<file path="src/rtl/dmem_arbiter.sv">
// dmem_arbiter: two-port arbiter/sequencer in front of a 2048 x 16 synchronous
// single-port data RAM (1-cycle registered read).
//
// Ports:
//   clk, reset              rising-edge clock, asynchronous active-high reset
//   m0_* (port 0, CPU)      req/we/addr/wdata in; ack, rvalid, rdata out
//   m1_* (port 1, debug)    same as port 0
//   mem_rd, mem_wr          RAM read / write strobes, only high during ISSUE
//   mem_addr, mem_wdata     latched RAM address / write data, held while idle
//   mem_rdata               RAM read data, valid in the cycle after the read strobe
//   busy                    high whenever the sequencer is not idle
//   grant_id                port owning the current or last transaction
//
// Build option: define DMEM_ARB_RR_EN for round-robin arbitration on
// simultaneous requests; otherwise port 0 has fixed priority over port 1.
module dmem_arbiter #(
  parameter int AB = 11,
  parameter int DB = 16
) (
  input  logic          clk,
  input  logic          reset,
  input  logic          m0_req,
  input  logic          m0_we,
  input  logic [AB-1:0] m0_addr,
  input  logic [DB-1:0] m0_wdata,
  output logic          m0_ack,
  output logic          m0_rvalid,
  output logic [DB-1:0] m0_rdata,
  input  logic          m1_req,
  input  logic          m1_we,
  input  logic [AB-1:0] m1_addr,
  input  logic [DB-1:0] m1_wdata,
  output logic          m1_ack,
  output logic          m1_rvalid,
  output logic [DB-1:0] m1_rdata,
  output logic          mem_rd,
  output logic          mem_wr,
  output logic [AB-1:0] mem_addr,
  output logic [DB-1:0] mem_wdata,
  input  logic [DB-1:0] mem_rdata,
  output logic          busy,
  output logic          grant_id
);

  typedef enum logic [1:0] {
    IDLE  = 2'd0,
    ISSUE = 2'd1,
    RDATA = 2'd2
  } state_e;

  state_e          state_q, state_d;
  logic            we_q;
  logic [AB-1:0]   addr_q;
  logic [DB-1:0]   wdata_q;
  logic            grant_q;
  logic [DB-1:0]   rdata0_q, rdata1_q;
  logic            any_req;
  logic            win;
  logic            accept;

  assign any_req = m0_req | m1_req;
  assign accept  = (state_q == IDLE) && any_req;

`ifdef DMEM_ARB_RR_EN
  // Last-granted port; resets to 1 so port 0 wins the first tie.
  logic last_q;

  always_comb begin
    if (m0_req && m1_req) win = ~last_q;
    else                  win = ~m0_req;
  end

  always_ff @(posedge clk or posedge reset) begin
    if (reset)       last_q <= 1'b1;
    else if (accept) last_q <= win;
  end
`else
  always_comb begin
    win = ~m0_req;
  end
`endif

  // State register plus the transaction latch and per-port read data holds.
  always_ff @(posedge clk or posedge reset) begin
    if (reset) begin
      state_q  <= IDLE;
      we_q     <= 1'b0;
      addr_q   <= '0;
      wdata_q  <= '0;
      grant_q  <= 1'b0;
      rdata0_q <= '0;
      rdata1_q <= '0;
    end else begin
      state_q <= state_d;
      if (accept) begin
        grant_q <= win;
        we_q    <= win ? m1_we    : m0_we;
        addr_q  <= win ? m1_addr  : m0_addr;
        wdata_q <= win ? m1_wdata : m0_wdata;
      end
      if (state_q == RDATA) begin
        if (grant_q) rdata1_q <= mem_rdata;
        else         rdata0_q <= mem_rdata;
      end
    end
  end

  always_comb begin
    state_d = state_q;
    case (state_q)
      IDLE:    if (any_req) state_d = ISSUE;
      ISSUE:   state_d = we_q ? IDLE : RDATA;
      RDATA:   state_d = IDLE;
      default: state_d = IDLE;
    endcase
  end

  // Outputs decode straight from the state register so a reset drops the
  // strobes, acks and valids without waiting for a clock edge. During RDATA
  // the owner's rdata bypasses the hold register so data arrives with rvalid.
  always_comb begin
    m0_ack    = (state_q == ISSUE) && !grant_q;
    m1_ack    = (state_q == ISSUE) &&  grant_q;
    mem_wr    = (state_q == ISSUE) &&  we_q;
    mem_rd    = (state_q == ISSUE) && !we_q;
    m0_rvalid = (state_q == RDATA) && !grant_q;
    m1_rvalid = (state_q == RDATA) &&  grant_q;
    m0_rdata  = m0_rvalid ? mem_rdata : rdata0_q;
    m1_rdata  = m1_rvalid ? mem_rdata : rdata1_q;
    busy      = (state_q != IDLE);
    grant_id  = grant_q;
    mem_addr  = addr_q;
    mem_wdata = wdata_q;
  end

endmodule

</file>
<file path="config.mk">
export PLATFORM = sky130hd
export DESIGN_NAME = dmem_arbiter
export DESIGN_NICKNAME = d
export VERILOG_FILES = /design/src/rtl/dmem_arbiter.sv
export SDC_FILE = /design/constraint.sdc
export NUM_CORES = 1
export LEC_CHECK = 0
export ABC_AREA = 1
export CELL_PAD_IN_SITES_DETAIL_PLACEMENT = 1
export CELL_PAD_IN_SITES_GLOBAL_PLACEMENT = 1
export CORE_UTILIZATION = 30
export CTS_CLUSTER_DIAMETER = 50
export DETAILED_ROUTE_END_ITERATION = 10
export GPL_TIMING_DRIVEN = 0
export PLACE_DENSITY_LB_ADDON = 0.2
export SLEW_MARGIN = 40
export SYNTH_ARGS = -nofsm -noshare
export SYNTH_HDL_FRONTEND = slang
export SYNTH_SLANG_ARGS = --single-unit
</file>
<file path="constraint.sdc">
create_clock -name clk -period 7.6 [get_ports clk]
set_clock_uncertainty 0.15 [all_clocks]
set_input_delay 2.28 -clock clk [delete_from_list [all_inputs] [get_ports clk]]
set_output_delay 2.28 -clock clk [all_outputs]
set_load 0.02 [all_outputs]
</file>
**Wires at chosen ports, followed through buffers**

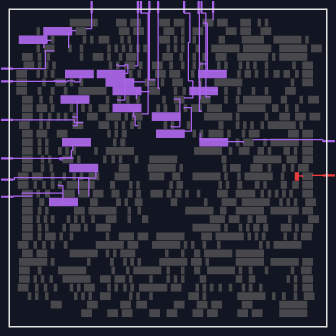
Key: red = `m0_ack` [direction output, edge right, end cells 1, wire 5.80 um]; purple = `mem_wdata` [direction output, edge 9 top, 6 left, 1 right, end cells 16, wire 567 um]

**Cell sizes after repair**

Bar = 20 um.
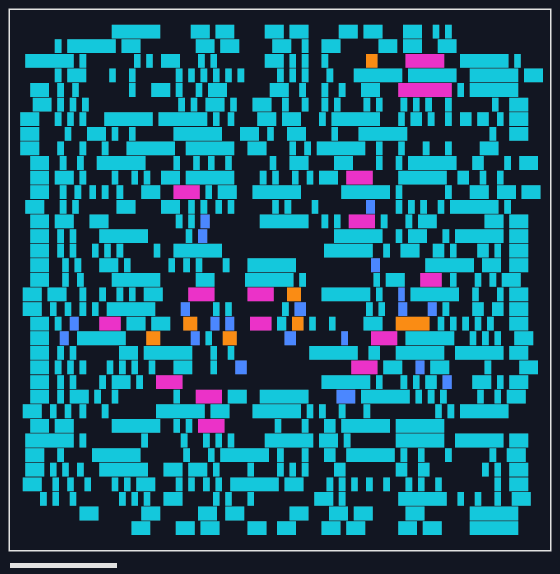
Key: cyan = _0 and _1 cells [cells 505, share 92%, most used nand2_1]; magenta = _6 and larger [cells 15, share 2.7%, most used clkbuf_8]; orange = _3 and _4 cells [cells 7, share 1.3%, most used buf_4]; blue = _2 cells [cells 20, share 3.7%, most used buf_2]

==> changes_impl.md <==
### Changed

* Biggest area cells: dfrtp_1, nand2_1, nand4_1, buf_2, buf_6
* Synth Seq Share at between 50 and 60%
* Setup Buffers After CTS at 0
* Dpl cells at ~660
* Max Cap Violations at 0
* Logic gate share of total power at between 50% and 60%
* Register area at 0.00158 mm2
* Status: complete, no violations
* CP dominant cell by count: clkdlybuf4s50_1
* Die area at 0.0101 mm2
* R2R setup slack at 6.01 ns
* Clock tree cell share of total cell area at 3.48%
* Initial antenna violation count at 0
* Well Taps at ~130
* Nets at roughly 620
* Fa+ha+maj area frac at 0%
* Sequential cell power at about 570 uW
* Setup CP Type: input pin to output port
* Slowest stage cell, crit path: clkdlybuf4s50_1
* DP HPWL at a little over 7000 um
* Final Total Pwr at approximately 1900 uW
* Hold_buf cts at 0
* Commonest flop: dfrtp_1
* Flops out of synthesis at around 63
* NonClk Buf Share at around 34%
* First-pass GRT wire length at approximately 15000 um
* Layout inverter count without the clock tree at 9
* P_comb at between 1000 and 1500 uW
* Multi-input combinational area share at between 20 and 30%
* Synthesized area at roughly 0.003 mm2
* Period minus WS final at between 6 and 7 ns
* Post-CTS resize count at 0
* Worst IR Drop VDD at 0.152 mV
* Buf+Inv Stages, Crit Path at 2
* Final GP Congestion at between 0.7 and 0.8
* Clock-pin slew on the worst setup and hold paths at ~0.070 ns
* Vias at 3010
* Worst Path Required at 5.17 ns
* Post-synth top area cell: dfrtp_1
* Total global-route track usage at 19.2%
* Yosys xor share at 0%
* Final worst setup slack at roughly 1.5 ns
* Hold path cells at 2
* Final number of hold-violating endpoints at 0
* Vias/cell at about 4.5
* Net Switching at between 700 and 800 uW
* Pwr/cell area at ~400 mW/mm2
* Top logic family: simple AND/OR/NAND/NOR gates
* Cells on worst reg2reg path at 4
* DRC viols at 0
* Yosys synthesis chip area at roughly 0.0029 mm2
* Share of power burned in registers at a little under a third
* Aoi share at 0%
* Top post-synthesis cells by count: nand2_1, dfrtp_1, nand4_1, buf_2
* Number of logic gates at roughly 300
* CTS tree: done
* Yosys warning count at 0
**The clock network**

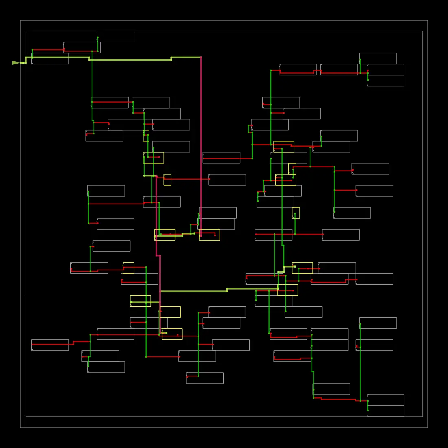
Clk Latency, worst-skew pair: 0.33 ns
clkbuf count: 11
Clock net power: 249 uW
CTS Sinks: 63

==> placed cells by master (no fill, tap or decap) <==
cell             netlist  final
buf_1                  1      1
buf_12                 0      1
buf_16                 0      1
buf_2                 11     11
buf_4                  3      3
buf_6                  3      3
clkbuf_1               1      2
clkbuf_8               0     10
clkdlybuf4s50_1        0    142
clkinv_2               0      3
clkinvlp_4             0      1
dfrtp_1               63     63
inv_1                  6      5
inv_2                  2      2
inv_4                  1      2
nand2_1              269    269
nand2_2                1      1
nand3_1                1      1
nand3_2                1      1
nand3_4                1      1
nand4_1               16     16
nor2_1                 6      6
nor2_2                 2      2
==> per-layer routing <==
metal	vias up	GRT usage, %	wire length, um
met4	0	6.47	115
met2	101	34.1	4580
met5	-	0	0
met1	1405	21.9	3740
met3	9	6.03	653
li1	1495	-	-
==> worst max-delay path by stage <==
| stage | start | to | slack [ns] | cells past startpoint |
|---|---|---|---|---|
| global placement | mem_rdata[15] | m0_rdata[15] | 1.56 | 4 |
| floorplan | mem_rdata[15] | m0_rdata[15] | 2.61 | 2 |
| CTS | mem_rdata[0] | m0_rdata[0] | 1.55 | 4 |
| detailed placement | mem_rdata[0] | m0_rdata[0] | 1.55 | 4 |
| global route | mem_rdata[0] | m0_rdata[0] | 1.49 | 4 |
| finish | mem_rdata[8] | m0_rdata[8] | 1.55 | 4 |
==> metrics by stage <==
step | area, um2 | hold WS, ns
6_report | 4710 | 0.319
3_3_place_gp | 4500 | 0.303
3_5_place_dp | 4550 | 0.308
5_1_grt | 4710 | 0.345
2_1_floorplan | 2920 | 0.287
4_1_cts | 4710 | 0.326
==> registers in the layout, indices dropped and copies added (netlist names) <==
name	flops
rdata0_q	16
mem_addr	11
we_q	1
mem_wdata	16
state_q	2
rdata1_q	16
grant_id	1
No activity file was given, so power comes from the tool's default toggle rates.
